### config.mk
export PLATFORM = sky130hd
export DESIGN_NAME = button_sequencer
export DESIGN_NICKNAME = d
export VERILOG_FILES = /design/src/rtl/calc_pkg.sv /design/src/rtl/key_fifo.sv /design/src/rtl/button_sequencer.sv
export SDC_FILE = /design/constraint.sdc
export NUM_CORES = 1
export LEC_CHECK = 0
export ABC_AREA = 1
export CORE_MARGIN = 3
export CORE_UTILIZATION = 52
export CTS_BUF_LIST = sky130_fd_sc_hd__clkbuf_4
export DETAILED_ROUTE_END_ITERATION = 7
export GPL_TIMING_DRIVEN = 1
export HOLD_SLACK_MARGIN = 0.03
export PLACE_DENSITY = 0.84
export REMOVE_ABC_BUFFERS = 1
export SLEW_MARGIN = 20
export SYNTH_ARGS = -nofsm -noshare
export SYNTH_HDL_FRONTEND = slang
export SYNTH_SLANG_ARGS = --single-unit
### constraint.sdc
create_clock -name clk_i -period 1.59 [get_ports clk_i]
set_input_delay 0.3975 -clock clk_i [delete_from_list [all_inputs] [get_ports clk_i]]
set_output_delay 0.3975 -clock clk_i [all_outputs]
set_load 0.01 [all_outputs]
### src/rtl/calc_pkg.sv
// calc_pkg: shared calculator button types and the button sequencer FSM states
package calc_pkg;
  localparam int NumButtons = 20;
  typedef logic [NumButtons-1:0] buttons_t;
  typedef logic [4:0] active_button_t;
  typedef enum logic [1:0] {SEQ_IDLE, SEQ_PRESS, SEQ_GAP} seq_state_t;
  function automatic buttons_t key_onehot(input active_button_t k);
    return buttons_t'(1) << k;
  endfunction
endpackage

### src/rtl/key_fifo.sv
// key_fifo: synchronous FIFO of Depth entries of type T with full/empty flags
module key_fifo #(
  parameter int Depth = 4,
  parameter type T = logic
) (
  input  logic clk_i,
  input  logic rst_ni,
  input  logic push_i,
  input  T     data_i,
  input  logic pop_i,
  output T     data_o,
  output logic full_o,
  output logic empty_o
);
  if (Depth == 1) begin : g_reg
    logic r_valid;
    T     r_data;
    // holding register is occupied from a push until the following pop
    always_ff @(posedge clk_i or negedge rst_ni)
      if (!rst_ni) r_valid <= 1'b0;
      else r_valid <= push_i | (r_valid & ~pop_i);
    // payload is only read while occupied, so it needs no reset
    always_ff @(posedge clk_i)
      if (push_i) r_data <= data_i;
    assign data_o  = r_data;
    assign full_o  = r_valid;
    assign empty_o = ~r_valid;
  end else begin : g_ring
    localparam int AW = $clog2(Depth);
    logic [AW:0] r_wptr, r_rptr;
    T            r_mem [Depth];
    // pointers carry one extra wrap bit to tell full from empty
    always_ff @(posedge clk_i or negedge rst_ni)
      if (!rst_ni) begin
        r_wptr <= '0;
        r_rptr <= '0;
      end else begin
        if (push_i) r_wptr <= r_wptr + 1'b1;
        if (pop_i) r_rptr <= r_rptr + 1'b1;
      end
    // storage write; entries are only read between push and pop
    always_ff @(posedge clk_i)
      if (push_i) r_mem[r_wptr[AW-1:0]] <= data_i;
    assign data_o  = r_mem[r_rptr[AW-1:0]];
    assign full_o  = (r_wptr[AW] != r_rptr[AW]) && (r_wptr[AW-1:0] == r_rptr[AW-1:0]);
    assign empty_o = r_wptr == r_rptr;
  end
endmodule

### src/rtl/button_sequencer.sv
// button_sequencer: turns queued key codes into timed one-hot presses with release gaps;
// BUTTON_SEQUENCER_FIFO_EN selects a FifoDepth-deep queue, otherwise a single holding register
module button_sequencer
  import calc_pkg::*;
#(
  parameter int HoldCycles = 4,
  parameter int GapCycles  = 4,
  parameter int FifoDepth  = 4
) (
  input  logic           clk_i,
  input  logic           rst_ni,
  input  active_button_t key_i,
  input  logic           key_valid_i,
  output logic           key_ready_o,
  output buttons_t       buttons_o,
  output logic           busy_o,
  output logic           err_o
);
`ifdef BUTTON_SEQUENCER_FIFO_EN
  localparam int Depth = FifoDepth;
`else
  localparam int Depth = FifoDepth / FifoDepth;
`endif
  localparam int MaxCnt = HoldCycles > GapCycles ? HoldCycles : GapCycles;
  localparam int CW = $clog2(MaxCnt) + 1;

  logic           w_full, w_empty, w_pop, w_accept, w_in_range;
  active_button_t w_head, r_key;
  seq_state_t     r_state, w_state_nxt;
  logic [CW-1:0]  r_cnt, w_cnt_nxt;
  buttons_t       r_buttons;
  logic           r_busy, r_err;

  assign w_accept   = key_valid_i && !w_full;
  assign w_in_range = key_i < active_button_t'(NumButtons);

  key_fifo #(.Depth(Depth), .T(active_button_t)) u_fifo (
    .clk_i   (clk_i),
    .rst_ni  (rst_ni),
    .push_i  (w_accept && w_in_range),
    .data_i  (key_i),
    .pop_i   (w_pop),
    .data_o  (w_head),
    .full_o  (w_full),
    .empty_o (w_empty)
  );

  // next state: pop on idle or at the end of a gap whenever a key is waiting
  always_comb begin
    w_state_nxt = r_state;
    w_cnt_nxt   = r_cnt;
    w_pop       = 1'b0;
    case (r_state)
      SEQ_IDLE: if (!w_empty) begin
        w_pop       = 1'b1;
        w_state_nxt = SEQ_PRESS;
        w_cnt_nxt   = CW'(HoldCycles - 1);
      end
      SEQ_PRESS: begin
        w_state_nxt = r_cnt == '0 ? SEQ_GAP : SEQ_PRESS;
        w_cnt_nxt   = r_cnt == '0 ? CW'(GapCycles - 1) : r_cnt - 1'b1;
      end
      SEQ_GAP: if (r_cnt != '0) w_cnt_nxt = r_cnt - 1'b1;
      else if (!w_empty) begin
        w_pop       = 1'b1;
        w_state_nxt = SEQ_PRESS;
        w_cnt_nxt   = CW'(HoldCycles - 1);
      end else w_state_nxt = SEQ_IDLE;
      default: w_state_nxt = SEQ_IDLE;
    endcase
  end

  // state, countdown and the key currently being pressed
  always_ff @(posedge clk_i or negedge rst_ni)
    if (!rst_ni) begin
      r_state <= SEQ_IDLE;
      r_cnt   <= '0;
      r_key   <= '0;
    end else begin
      r_state <= w_state_nxt;
      r_cnt   <= w_cnt_nxt;
      r_key   <= w_pop ? w_head : r_key;
    end

  // registered outputs, one cycle behind the state so presses start two edges after the handshake
  always_ff @(posedge clk_i or negedge rst_ni)
    if (!rst_ni) begin
      r_buttons <= '0;
      r_busy    <= 1'b0;
      r_err     <= 1'b0;
    end else begin
      r_buttons <= r_state == SEQ_PRESS ? key_onehot(r_key) : '0;
      r_busy    <= r_state != SEQ_IDLE || !w_empty;
      r_err     <= w_accept && !w_in_range;
    end

  assign key_ready_o = !w_full;
  assign buttons_o   = r_buttons;
  assign busy_o      = r_busy;
  assign err_o       = r_err;
endmodule

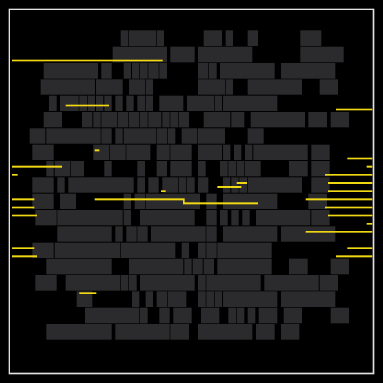
**Above:** run 1 (the metal 3 layer).
(6 px per µm) Cells faint in the background.
wire length on this layer: 173 µm
nets with wire on the layer: 25
share of all routed wire: 6.2%
main direction: horizontal
Routed WL: 2.774 mm
M3 GR Usage: 4.681%
Vias: 1113

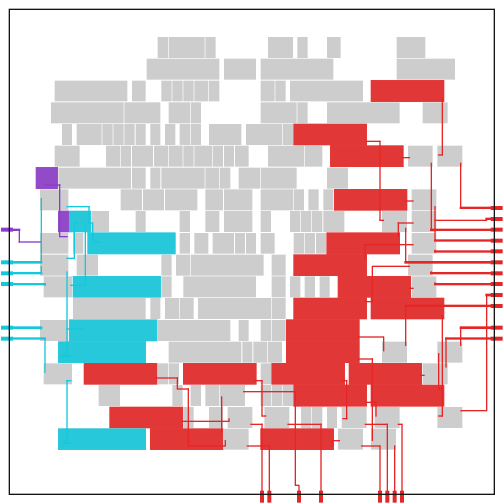
**Above:** run 1 (wires at chosen ports, followed through buffers).
(8 px per µm)
| colour | port | bits | direction | edge | end cells | wire |
|---|---|---|---|---|---|---|
| purple | key_valid_i | 1 | input | left | 2 | 14.2 µm |
| cyan | key_i | 5 | input | left | 6 | 80.0 µm |
| red | buttons_o | 20 | output | 12 right, 8 bottom | 20 | 338 µm |
I/O Pins: 31
IO Port Bufs: 30

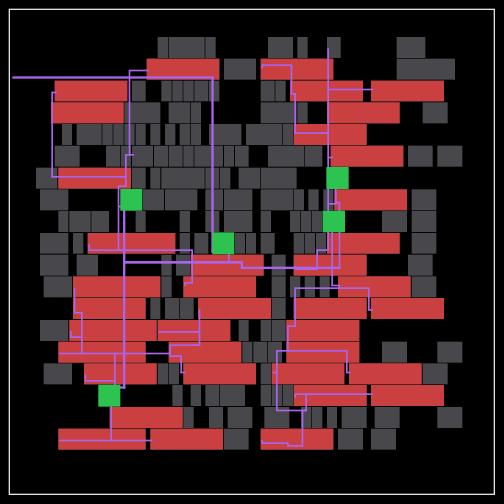
**Above:** run 1 (clock wires, drivers and flops).
(8 px per µm)
[red] flip-flops | count: 38
[purple] clock wires | length: 392 µm
[green] clock drivers | count: 5
routed clock nets: 6
worst-skew pair later-pin latency: 330 ps
clock skew: 6.089 ps
Clock power frac: 14.6%

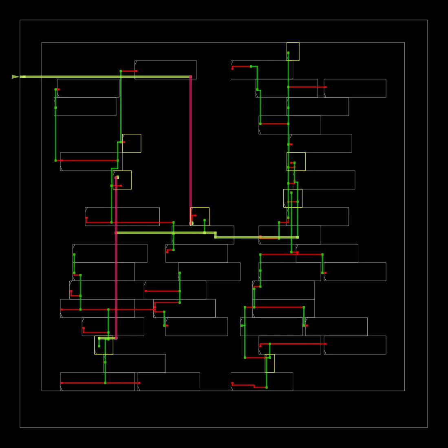
**Above:** run 1 (clock routing).
P_clk: 0.000464 W
Seq Cell Count: 38

==> run 1: metrics by stage <==
| stage | total power (W) | util, % | setup WS (ps) | area, µm² |
|---|---|---|---|---|
| after CTS | 0.003183 | 69.86 | 102.1 | 1943 |
| after global placement | 0.002666 | 68.96 | 62.28 | 1918 |
| final | 0.003170 | 69.95 | 124.8 | 1946 |
| after floorplan | 0.002300 | - | 302.9 | 1536 |
| after detailed placement | 0.002763 | 68.96 | 28.05 | 1918 |
| after global routing | 0.003447 | 69.95 | 23.72 | 1946 |
==> run 1: kinds of logic after synthesis <==
family          synth area share (%)
compound gates                 5.520
fa+ha+maj                      5.682
buf+inv                        4.464
flops                          63.31
simple gates                   21.02
==> run 1: cell usage in the layout, fill, tap and decap left out <==
| cell type | instances |
|---|---|
| inv_1 | 16 |
| nor2_1 | 31 |
| clkdlybuf4s50_1 | 7 |
| inv_2 | 1 |
| clkinv_2 | 1 |
| nand2_2 | 2 |
| dfrtp_1 | 33 |
| edfxtp_1 | 5 |
| clkinvlp_4 | 1 |
| buf_12 | 1 |
| ha_1 | 6 |
| ha_2 | 1 |
| dlygate4sd2_1 | 23 |
| o22ai_1 | 1 |
| o21ai_0 | 1 |
| nand3_1 | 12 |
| clkinv_1 | 1 |
| buf_4 | 3 |
| nand2_4 | 4 |
| o21a_1 | 1 |
| a21oi_1 | 6 |
| nand2_1 | 15 |
| nor2_2 | 1 |
| nand3_2 | 2 |
| clkbuf_4 | 5 |
| o21ai_1 | 4 |
| o211ai_1 | 1 |
| and3_2 | 1 |
| a21oi_2 | 1 |
==> run 1: final cells by class <==
class	count	share of cell area, %
well taps	31	1.994
multi-input cells	90	25.66
clock buffers	5	1.929
clock inverters	3	0.8360
repair buffers	34	16.14
inverters	17	3.280
flip-flops and latches	38	50.16
==> impl_metrics.tcl, run 1 <==
# metrics dict for downstream scripts
set metrics [dict create \
    status "complete, no violations" \
    floorplan.die.height_um 60.45 \
    grtUsageMet2_pct 33.33 \
    hold_slack_ps 416.8 \
    cts_max_path_buffers 2 \
    fillers 219 \
    grt_pass1_wl_mm 4.747 \
    instances_no_fill 218 \
    grt.met1_usage_pct 19.46 \
    p_comb_w 0.00139 \
    place_congestion 0.8269 \
    netlist.area_leader.share_pct 53.57 \
    path_cells "inv_2 > dlygate4sd2_1" \
    r2r_cells 8 \
    cts_buffers 5 \
    drive_gt1_share_pct 12.83 \
    grt_busiest_layer "met2" \
    ant_nets 0 \
    clk_pin_slew_worst_paths_ps 110 \
    power_leader "combinational logic" \
    yosysWarnings 0 \
    die_area_mm2 0.003654 \
    endpoint_kind "output pin" \
    synth-async-reset-ratio_pct 86.84 \
    top_area_cell "dfrtp_1" \
    worst_setup_path_start_kind "flop" \
    dp_hpwl_mm 2.147 \
    combGateArea_um2 499.2 \
    track_usage_pct 18.02 \
    worst_pin_slew_ps 322.0 \
    synth_area_mm2 0.001541 \
    numPlacedInstances 210 \
    ys.flops 38 \
    synth.distinct_cells 21 \
    largest_reg_flops 20 \
]
**Run 1: cell classes on the final placement**

(4 px per µm)
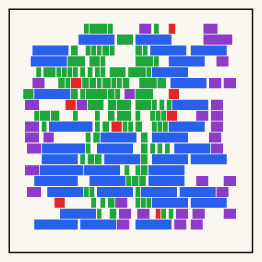

==> run 2: changes to the inputs <==
--- a/config.mk
+++ b/config.mk
@@ -5,7 +5,6 @@
 export SDC_FILE = /design/constraint.sdc
 export NUM_CORES = 1
 export LEC_CHECK = 0
-export ABC_AREA = 1
 export CORE_MARGIN = 3
 export CORE_UTILIZATION = 52
 export CTS_BUF_LIST = sky130_fd_sc_hd__clkbuf_4
@@ -14,6 +13,7 @@
 export HOLD_SLACK_MARGIN = 0.03
 export PLACE_DENSITY = 0.84
 export REMOVE_ABC_BUFFERS = 1
+export SETUP_SLACK_MARGIN = 0.4
 export SLEW_MARGIN = 20
 export SYNTH_ARGS = -nofsm -noshare
 export SYNTH_HDL_FRONTEND = slang
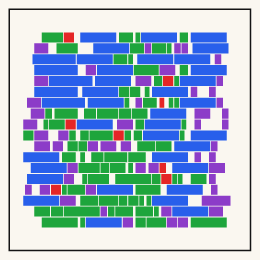
**Above:** run 2 (cell classes on the final placement).
(4 px per µm)
| colour | class | cells | share of their area |
|---|---|---|---|
| red | clock drivers and dummy loads | 8 | 2.5% |
| blue | sequential cells | 38 | 45% |
| purple | remaining buffers and delay cells | 50 | 18% |
| green | combinational and other logic | 79 | 34% |
Design Area, Final: 0.002186 mm²
Seq area share: 44.65%

==> run 2 against run 1 <==
Sequential share of layout area fell by 5.5 points; the run now ends with negative setup slack left; highest routed layer unchanged; critical path type is now flop to flop; combinational power rose by 52%; clock-buffer cell count did not move.
==> impl_metrics.tcl, run 2 <==
# metrics dict for downstream scripts
set metrics [dict create \
    synth.distinct_cells 29 \
    violations "negative setup slack" \
    layout_top_cells "dfrtp_1, buf_2, buf_4" \
    track_usage_pct 21.25 \
    preCtsSetupSlack_ps -94.71 \
    finalPower_w 0.004030 \
    vias 1140 \
    grt_pass1_wl_mm 5.382 \
    skew_ps 6.403 \
    clockNetworkPower_w 0.000478 \
    power_leader "combinational logic" \
    wl_mm 3.539 \
    p_comb_w 0.00211 \
    fillers 141 \
    io_buffers 30 \
    ant_nets 0 \
    numPlacedInstances 183 \
    setup_violations 6 \
    bufAreaShareNonClock_pct 17.74 \
    io_pins 31 \
    logic_gates 71 \
    floorplan.die.height_um 59.92 \
    dominant_cells "registers" \
    place_congestion 0.8100 \
    worst_setup_path_start_kind "flop" \
    fin_ws_ps -43.56 \
    top_area_cell "dfrtp_1" \
    status "complete, but fails checks" \
    ys.flops 38 \
    dp_hpwl_mm 2.027 \
    r2r_cells 6 \
    synthXorXnorAreaFrac_pct 0 \
    compound_area_share_pct 7.202 \
    logic_family "simple AND/OR/NAND/NOR gates" \
    simple_gate_area_share_pct 14.74 \
    clk_pin_slew_worst_paths_ps 100 \
    netlist.area_leader.share_pct 54.64 \
    clkbuf_count 5 \
    instances_no_fill 205 \
    n_tap_cell 30 \
    comb_share_pct 32.05 \
    cts_buffers 5 \
    drive_gt1_share_pct 52.57 \
]
[run 2: netlist changes by cell type after synthesis, sizes merged, moves of 3 or more]
| cell | previous run | this run |
|---|---|---|
| nand2 | 21 | 2 |
| nand3 | 14 | 2 |
| nor2 | 32 | 20 |
| inv | 17 | 8 |
| mux2 | 0 | 6 |
| a21oi | 7 | 2 |
| nand2b | 0 | 5 |
| nor3 | 0 | 5 |
| a211oi | 0 | 3 |
| nor3b | 0 | 3 |
[run 2: worst min path at each step]
stage / end / slack [ps]
floorplan: busy_o$_DFF_PN0_ / 100
global placement: r_key[3]$_DFFE_PN0P_ / 450
detailed placement: r_key[3]$_DFFE_PN0P_ / 460
CTS: busy_o$_DFF_PN0_ / 400
global route: r_key[2]$_DFFE_PN0P_ / 410
finish: r_cnt[1]$_DFFE_PN0P_ / 400
[run 2: routing by layer]
layer,track usage [%],vias up
li1,-,520
met1,23.76,563
met2,36.42,47
met3,7.343,10
met4,9.177,0
met5,0,-
[run 2: critical path, stage by stage (launching register included)]
cell and delay (ps):
dfrtp_1 380, inv_2 60, ha_4 170, ha_4 160, and2_4 160, o21ai_4 250, mux2_4 340
[run 2: cell families (layout without fill, tap and decap cells)]
family                   count (synthesis)  after routing
AND/OR/NAND/NOR                         44             44
flip-flops                              38             38
adder cells (fa/ha/maj)                  7              7
buffers and inverters                   11             66
AND-OR/OR-AND                           14             14
multiplexers                             6              6
[run 2: through the flow]
stage | utilization, % | hold WS, ps
floorplan | - | 101.9
finish | 83.67 | 403.3
global placement | 72.27 | 445.7
detailed placement | 72.27 | 462.2
CTS | 78.78 | 404.8
global route | 83.67 | 411.4
[run 2: timing repair]
action,4_1_cts,5_1_grt
hold buffers,0,0
endpoints found under the setup margin,59,55
setup buffers,10,4
gates cloned,0,0
pin swaps,7,5
resized,132,21
Power is estimated from default activity; no workload was simulated.
